## src/rtl/pic_pkg.sv

```systemverilog
// pic_pkg: register map, acknowledge FSM states and CTRL bit positions for pic_nchan
package pic_pkg;
  localparam logic [2:0] A_CTRL  = 3'd0;
  localparam logic [2:0] A_VBASE = 3'd1;
  localparam logic [2:0] A_IMR   = 3'd2;
  localparam logic [2:0] A_TRIG  = 3'd3;
  localparam logic [2:0] A_IRR   = 3'd4;
  localparam logic [2:0] A_ISR   = 3'd5;
  localparam logic [2:0] A_EOI   = 3'd6;
  localparam logic [2:0] A_SWINT = 3'd7;
  localparam int C_AEOI = 0;
  localparam int C_ROT  = 1;
  typedef enum logic [1:0] {IDLE, ACK1, ACK2} ack_e;
endpackage

```

## src/rtl/pic_prio_resolver.sv

```systemverilog
// pic_prio_resolver: picks the top-ranked request (fixed or rotating) and tells whether it outranks all in-service bits
module pic_prio_resolver #(
  parameter int N    = 16,
  parameter int ID_W = $clog2(N)
) (
  input  logic [N-1:0]    req,
  input  logic [N-1:0]    isr,
  input  logic            rotate,
  input  logic [ID_W-1:0] ptr,
  output logic [ID_W-1:0] win,
  output logic            valid,
  output logic            outranks
);
  logic [ID_W-1:0] ptr_e, ib;
  int idx, req_rank, isr_rank;
  assign ptr_e = rotate ? ptr : ID_W'(N-1);
  // walk from lowest to highest rank so the last hit is the highest-priority channel
  always_comb begin
    win = '0;
    valid = 1'b0;
    req_rank = N;
    isr_rank = N;
    idx = 0;
    ib = '0;
    for (int k = N-1; k >= 0; k--) begin
      idx = int'(ptr_e) + 1 + k;
      idx = idx >= N ? idx - N : idx;
      ib = idx[ID_W-1:0];
      if (req[ib]) begin
        win = ib;
        valid = 1'b1;
        req_rank = k;
      end
      if (isr[ib]) isr_rank = k;
    end
  end
  assign outranks = valid && req_rank < isr_rank;
endmodule

```

## src/rtl/pic_nchan.sv

```systemverilog
// pic_nchan: NUM_IRQ-channel 8259-style interrupt controller; define PIC_SWINT_EN to enable the SWINT register at address 7
module pic_nchan
  import pic_pkg::*;
#(
  parameter int NUM_IRQ = 16,
  parameter int DATA_W  = 16,
  parameter int VEC_W   = 8
) (
  input  logic               clk,
  input  logic               rst_n,
  input  logic               cs_n,
  input  logic               wr_n,
  input  logic               rd_n,
  input  logic [2:0]         addr,
  input  logic [DATA_W-1:0]  data_in,
  output logic [DATA_W-1:0]  data_out,
  input  logic [NUM_IRQ-1:0] irq,
  input  logic               inta_n,
  output logic               int_o,
  output logic [VEC_W-1:0]   vec_out,
  output logic               vec_valid
);
  localparam int N = NUM_IRQ;
  localparam int ID_W = $clog2(NUM_IRQ);
  localparam logic [N-1:0] ONE = N'(1);

  logic [N-1:0] s1_q, s2_q, s3_q;
  logic [2:0] ia_q;
  logic [1:0] ctrl_q, ctrl_d;
  logic [VEC_W-ID_W-1:0] vb_q, vb_d;
  logic [N-1:0] imr_q, imr_d, trig_q, trig_d, irr_q, irr_d, isr_q, isr_d;
  logic [ID_W-1:0] ptr_q, ptr_d, win_q, win_d;
  logic spur_q, spur_d, int_q, int_d, vv_q, vv_d;
  logic [VEC_W-1:0] vec_q, vec_d;
  logic [DATA_W-1:0] dout_q, dout_d;
  ack_e st_q, st_d;
  logic wr, rd, fall, rise, ack, eoi_wr, eoi_ns, eoi_hit;
  logic [N-1:0] ack_clr, hold, aeoi_clr, isr_clr, sw_or;
  logic [ID_W-1:0] r_win, e_win, eoi_k, spec_k;
  logic r_valid, r_out, e_valid, e_out;

  pic_prio_resolver #(.N(N), .ID_W(ID_W)) u_req (
    .req(irr_q & ~imr_q), .isr(isr_q), .rotate(ctrl_q[C_ROT]), .ptr(ptr_q),
    .win(r_win), .valid(r_valid), .outranks(r_out)
  );

  pic_prio_resolver #(.N(N), .ID_W(ID_W)) u_eoi (
    .req(isr_q), .isr('0), .rotate(ctrl_q[C_ROT]), .ptr(ptr_q),
    .win(e_win), .valid(e_valid), .outranks(e_out)
  );

  assign wr = !cs_n && !wr_n;
  assign rd = !cs_n && !rd_n && wr_n;
  assign fall = ia_q[2] && !ia_q[1];
  assign rise = !ia_q[2] && ia_q[1];
  assign ack = st_q == IDLE && fall && r_valid && r_out;
  assign ack_clr = ack ? ONE << r_win : '0;
  assign hold = (st_q != IDLE && !spur_q) ? ONE << win_q : '0;
  assign eoi_wr = wr && addr == A_EOI;
  assign eoi_ns = data_in[DATA_W-1];
  assign spec_k = data_in[ID_W-1:0];
  assign eoi_k = eoi_ns ? e_win : spec_k;
  assign eoi_hit = eoi_wr && (eoi_ns ? e_valid && e_out : isr_q[spec_k]);
  assign aeoi_clr = (st_q == ACK2 && rise && ctrl_q[C_AEOI] && !spur_q) ? ONE << win_q : '0;
  assign isr_clr = (eoi_hit ? ONE << eoi_k : '0) | aeoi_clr;

`ifdef PIC_SWINT_EN
  logic [N-1:0] sw_q, sw_d, sw_set;
  assign sw_set = (wr && addr == A_SWINT) ? data_in[N-1:0] : '0;
  // level channels would otherwise lose a software request on the next level sample
  always_comb sw_d = (sw_q | (sw_set & trig_q)) & ~ack_clr;
  // software request hold for level-mode channels
  always_ff @(posedge clk or negedge rst_n)
    if (!rst_n) sw_q <= '0;
    else sw_q <= sw_d;
  assign sw_or = sw_set | sw_q;
`else
  assign sw_or = '0;
`endif

  // acknowledge FSM next state: latch winner on first pulse, present vector on second
  always_comb begin
    st_d = st_q;
    win_d = win_q;
    spur_d = spur_q;
    vec_d = vec_q;
    vv_d = vv_q;
    if (st_q == IDLE && fall) begin
      st_d = ACK1;
      win_d = ack ? r_win : ID_W'(N-1);
      spur_d = !ack;
    end else if (st_q == ACK1 && fall) begin
      st_d = ACK2;
      vec_d = {vb_q, win_q};
      vv_d = 1'b1;
    end else if (st_q == ACK2 && rise) begin
      st_d = IDLE;
      vv_d = 1'b0;
    end
  end

  // register bank, request/in-service update and read mux
  always_comb begin
    ctrl_d = (wr && addr == A_CTRL) ? data_in[1:0] : ctrl_q;
    vb_d = (wr && addr == A_VBASE) ? data_in[VEC_W-1:ID_W] : vb_q;
    imr_d = (wr && addr == A_IMR) ? data_in[N-1:0] : imr_q;
    trig_d = (wr && addr == A_TRIG) ? data_in[N-1:0] : trig_q;
    irr_d = ((trig_q & s2_q & ~hold) | (~trig_q & (irr_q | (s2_q & ~s3_q))) | sw_or) & ~ack_clr;
    isr_d = (isr_q | ack_clr) & ~isr_clr;
    ptr_d = (eoi_hit && ctrl_q[C_ROT]) ? eoi_k : ptr_q;
    int_d = r_out && !ack;
    dout_d = !rd ? dout_q :
             addr == A_CTRL  ? DATA_W'(ctrl_q) :
             addr == A_VBASE ? DATA_W'({vb_q, {ID_W{1'b0}}}) :
             addr == A_IMR   ? DATA_W'(imr_q) :
             addr == A_TRIG  ? DATA_W'(trig_q) :
             addr == A_IRR   ? DATA_W'(irr_q) :
             addr == A_ISR   ? DATA_W'(isr_q) : '0;
  end

  // all state, including irq and inta_n synchronisers, cleared asynchronously
  always_ff @(posedge clk or negedge rst_n)
    if (!rst_n) begin
      s1_q <= '0;
      s2_q <= '0;
      s3_q <= '0;
      ia_q <= '1;
      ctrl_q <= '0;
      vb_q <= '0;
      imr_q <= '1;
      trig_q <= '0;
      irr_q <= '0;
      isr_q <= '0;
      ptr_q <= '0;
      win_q <= '0;
      spur_q <= 1'b0;
      int_q <= 1'b0;
      vv_q <= 1'b0;
      vec_q <= '0;
      dout_q <= '0;
      st_q <= IDLE;
    end else begin
      s1_q <= irq;
      s2_q <= s1_q;
      s3_q <= s2_q;
      ia_q <= {ia_q[1:0], inta_n};
      ctrl_q <= ctrl_d;
      vb_q <= vb_d;
      imr_q <= imr_d;
      trig_q <= trig_d;
      irr_q <= irr_d;
      isr_q <= isr_d;
      ptr_q <= ptr_d;
      win_q <= win_d;
      spur_q <= spur_d;
      int_q <= int_d;
      vv_q <= vv_d;
      vec_q <= vec_d;
      dout_q <= dout_d;
      st_q <= st_d;
    end

  assign data_out = dout_q;
  assign int_o = int_q;
  assign vec_out = vec_q;
  assign vec_valid = vv_q;
endmodule

```

## config.mk

```make
export PLATFORM = sky130hd
export DESIGN_NAME = pic_nchan
export DESIGN_NICKNAME = d
export VERILOG_FILES = /design/src/rtl/pic_pkg.sv /design/src/rtl/pic_prio_resolver.sv /design/src/rtl/pic_nchan.sv
export SDC_FILE = /design/constraint.sdc
export NUM_CORES = 1
export LEC_CHECK = 0
export CAP_MARGIN = 15
export CELL_PAD_IN_SITES_DETAIL_PLACEMENT = 2
export CELL_PAD_IN_SITES_GLOBAL_PLACEMENT = 2
export CORE_AREA = 5 5 180 182
export CTS_BUF_LIST = sky130_fd_sc_hd__clkbuf_16
export CTS_CLUSTER_SIZE = 30
export DETAILED_ROUTE_END_ITERATION = 10
export DIE_AREA = 0 0 185 187
export GPL_ROUTABILITY_DRIVEN = 0
export PLACE_DENSITY = 0.76
export SYNTH_ARGS = -nofsm -noshare
export SYNTH_HDL_FRONTEND = slang
export SYNTH_SLANG_ARGS = --single-unit
```

## constraint.sdc

```tcl
create_clock -name clk -period 7.95 [get_ports clk]
set_clock_uncertainty 0.05 [all_clocks]
set_input_delay 2.385 -clock clk [delete_from_list [all_inputs] [get_ports clk]]
set_output_delay 2.385 -clock clk [all_outputs]
set_load 0.03 [all_outputs]
```

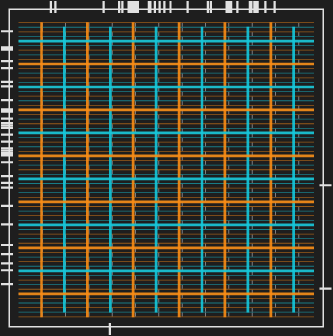
Fig. 1. Power grid.
Pins as bars on the die edge. Tap cells in gray.
[orange] VSS
[cyan] VDD
rows: 64
met4 straps: 12
Die X-Extent: 185 um
floorplan core area: 30400 um^2
maximum VDD drop: 0.000156 V

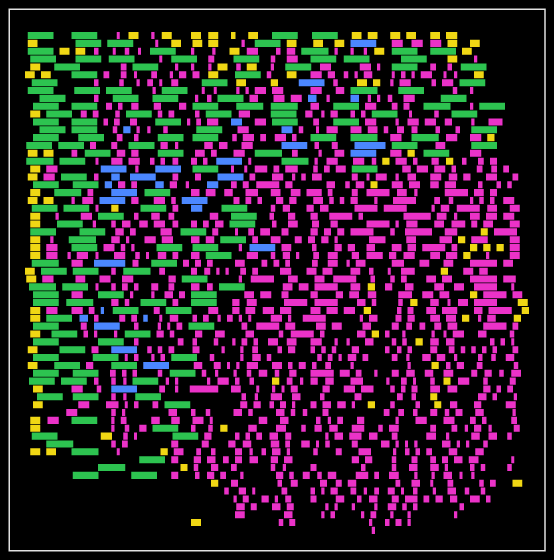
Fig. 2. Placement by cell class.
[yellow] other buffers and delay cells | cells: 101 | share of their area: 7.1%
[blue] clock drivers and dummy loads | cells: 32 | share of their area: 4.6%
[green] flops | cells: 158 | share of their area: 31%
[magenta] combinational and other logic | cells: 1000 | share of their area: 57%
share of the final layout cell area in sequential cells: 0.296
cell row count: 64

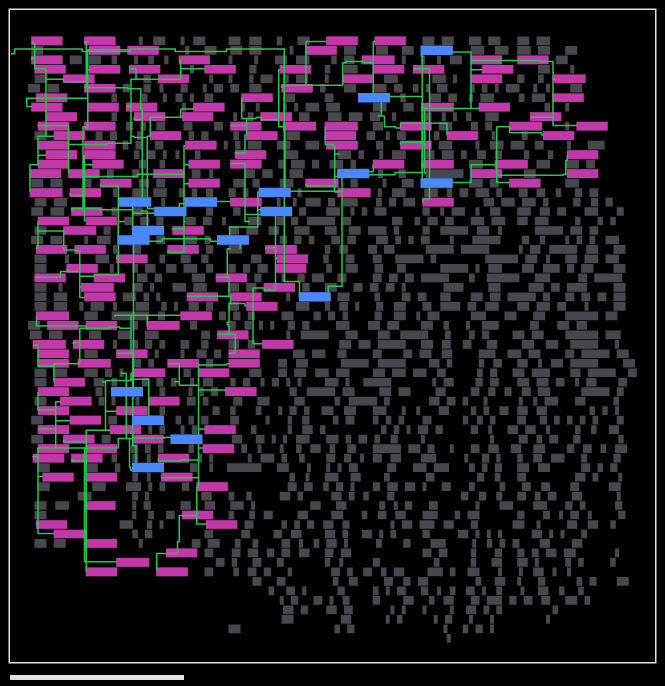
Fig. 3. Clock network drawn from the DEF.
The bar under the picture is 50 um long.
[blue] clock drivers | count: 17
[magenta] flip-flops | count: 158
[green] clock wires | length: 2250 um
routed clock nets: 18
Power Clock: 0.853 mW
proportion of power drawn by the clock network: 0.125
worst skew pair latency: 0.43 ns

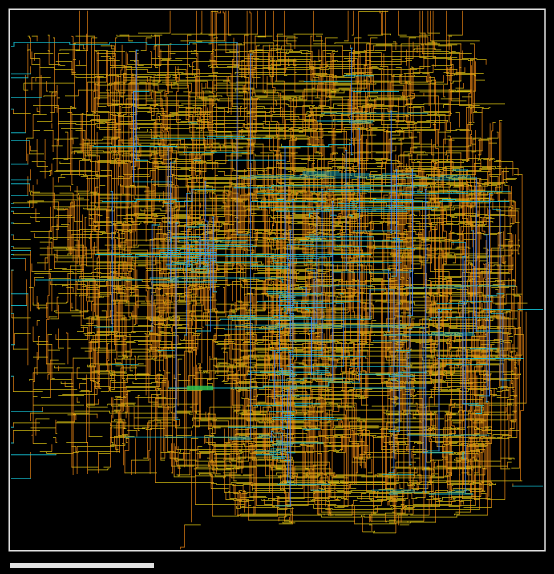
Fig. 4. Signal wires by layer.
The bar under the picture is 50 um long.
[green] metal 5 | wire length: 7.40 um
[yellow] metal 1 | wire length: 21.9 mm
[blue] metal 4 | wire length: 2400 um
[orange] metal 2 | wire length: 23.8 mm
[cyan] metal 3 | wire length: 3310 um
Wirelength per Cell: 30.5 um
total track usage: 0.293
WL final: 51.4 mm
routed vias: 11.4k

==> Slide: Implementation Results <==
Synthesis and Place & Route Summary

Final timing
  – Finish-stage setup viols: 0
  – Timing-limited maximum frequency: 135 MHz
  – Min setup slack post-route: 0.534 ns
  – Hold violation count in the final report: 0
  – Worst-case headroom to the max-slew limit: 0.226
  – Setup repair after global routing missed its margin: false
  – Period utilisation layout: 0.933
  – Worst slack on hold paths: 0.299 ns
  – Setup TNS: 0 ns
  – Slew Viols, Final: 0
  – Clock period minus final worst setup slack: approximately 7.4 ns

Route
  – Detailed Routing Iterations Pass 1: 6
  – Remaining antenna violation count after routing: 0
  – Starting DRC count in detailed routing: 1017
  – Count of unresolved DRC violations after routing: 0

Logic synthesis
  – XOR/XNOR Area Share: 0.0109
  – Simple-Gate Fraction of Synth Area: 0.173
  – Async set or reset register ratio after synthesis: 1.00
  – Adder Area Share: 0.00853
  – Area fraction of the dominant cell type after synthesis: 0.296
  – Synth Warn #: 0
  – Post-synth area from yosys stat: between 10000 and 15000 um^2
  – Post-synthesis mux area share: 0.202
  – Floorplan Nets: 1280
  – Sequential-to-total area share from yosys stat: 0.339
  – Count of different cell masters after synthesis: 95
  – Post-synthesis cell area: 11700 um^2
  – Leading cell types by total area after synthesis: sky130_fd_sc_hd__dfrtp_1 30%, sky130_fd_sc_hd__mux2_2 8.6%, sky130_fd_sc_hd__mux2i_1 5.2%
  – Post-synthesis average cell area: 9.53 um^2
  – Top cells by instance count after synthesis: 139 x sky130_fd_sc_hd__dfrtp_1, 90 x sky130_fd_sc_hd__mux2_2, 85 x sky130_fd_sc_hd__nand2_1, 85 x sky130_fd_sc_hd__nor2_1, 82 x sky130_fd_sc_hd__a21oi_1
  – Cell with the most instances after synthesis: sky130_fd_sc_hd__dfrtp_1
  – Commonest register cell after synthesis: sky130_fd_sc_hd__dfrtp_1
  – Cell taking the most area after synthesis: sky130_fd_sc_hd__dfrtp_1

Placed design
  – Cell area reported after detailed placement: 12800 um^2
  – Input/output buffers: between 60 and 70
  – Worst setup timing slack at the placement stage: 0.799 ns

Critical path
  – Total stage count of the critical path: 27
  – CP Max Fanout: 20
  – Crit path kind: flip-flop to flip-flop
  – Logic depth of the worst register-to-register path: 27
  – Startpoint of the worst-slack reg-to-reg timing path: ptr_q[1]
  – Worst path buffer plus inverter count: 4
  – Worst Setup End Kind: flip-flop
  – Slowest cell delay on critical path: ~0.70 ns

Clock tree
  – Clock transition at the registers of the reported paths: 0.07 ns
  – TritonCTS clock tree: done
  – Buffers from clock root to sink, at most: 2
  – Htree depth: 4
  – Total setup buffers inserted after CTS: 0

Finish
  – Final standard cell utilization of the core: 0.441
  – Clock network share of area: 0.0445
  – Count of clock buffers in the final design: 17
  – Nonclk inv count: 21
  – Layout area overhead: 14.4%
  – Biggest Area Class: logic gates
  – Area taken by multi-input logic gates: 7350 um^2
  – Filler cell count in the final layout: around 3.3k
  – Flop count: 158
  – Combinational gate count: 979
  – Non-clock buffers, area share: 0.0688

Floorplan
  – Effective utilization at floorplan: 0.386
  – Number of tap cells added at floorplan: 396
  – Total die size: between 30000 and 40000 um^2

Flow run
  – Count of maximum capacitance violations: 0

Global routing
  – Global route overflow: 0
  – Initial antenna violation count: 1
  – Number of global-route vias before repair: 12.2k
  – Largest net degree at the start of global routing: around 110

Outcome
  – Outcome: complete, no violations

Worst hold path
  – Number of cells on the worst hold path: 0
  – Hold path start: s1_q[5]
  – Hold path endpoint: s2_q[5]
==> where the power goes <==
part	switching [mW]	total, mW	internal [mW]
combinational	3.08	4.71	1.64
sequential	0.275	1.26	0.984
clock	0.378	0.853	0.475
total	3.73	6.83	3.10
==> routing by layer <==
| metal | up-vias | part of all wire | GRT usage |
|---|---|---|---|
| li1 | 4863 | - | - |
| met1 | 5904 | 0.43 | 0.393 |
| met2 | 527 | 0.46 | 0.461 |
| met3 | 136 | 0.064 | 0.0552 |
| met4 | 2 | 0.047 | 0.127 |
| met5 | - | 0.00014 | 0 |
==> stage by stage <==
stage | power, mW | std cells
floorplan | 4.14 | 1231
global placement | 5.74 | 1654
detailed placement | 5.84 | 1654
CTS | 6.73 | 1686
global route | 7.13 | 1687
finish | 6.83 | 1687
Power and IR drop assume default switching activity.
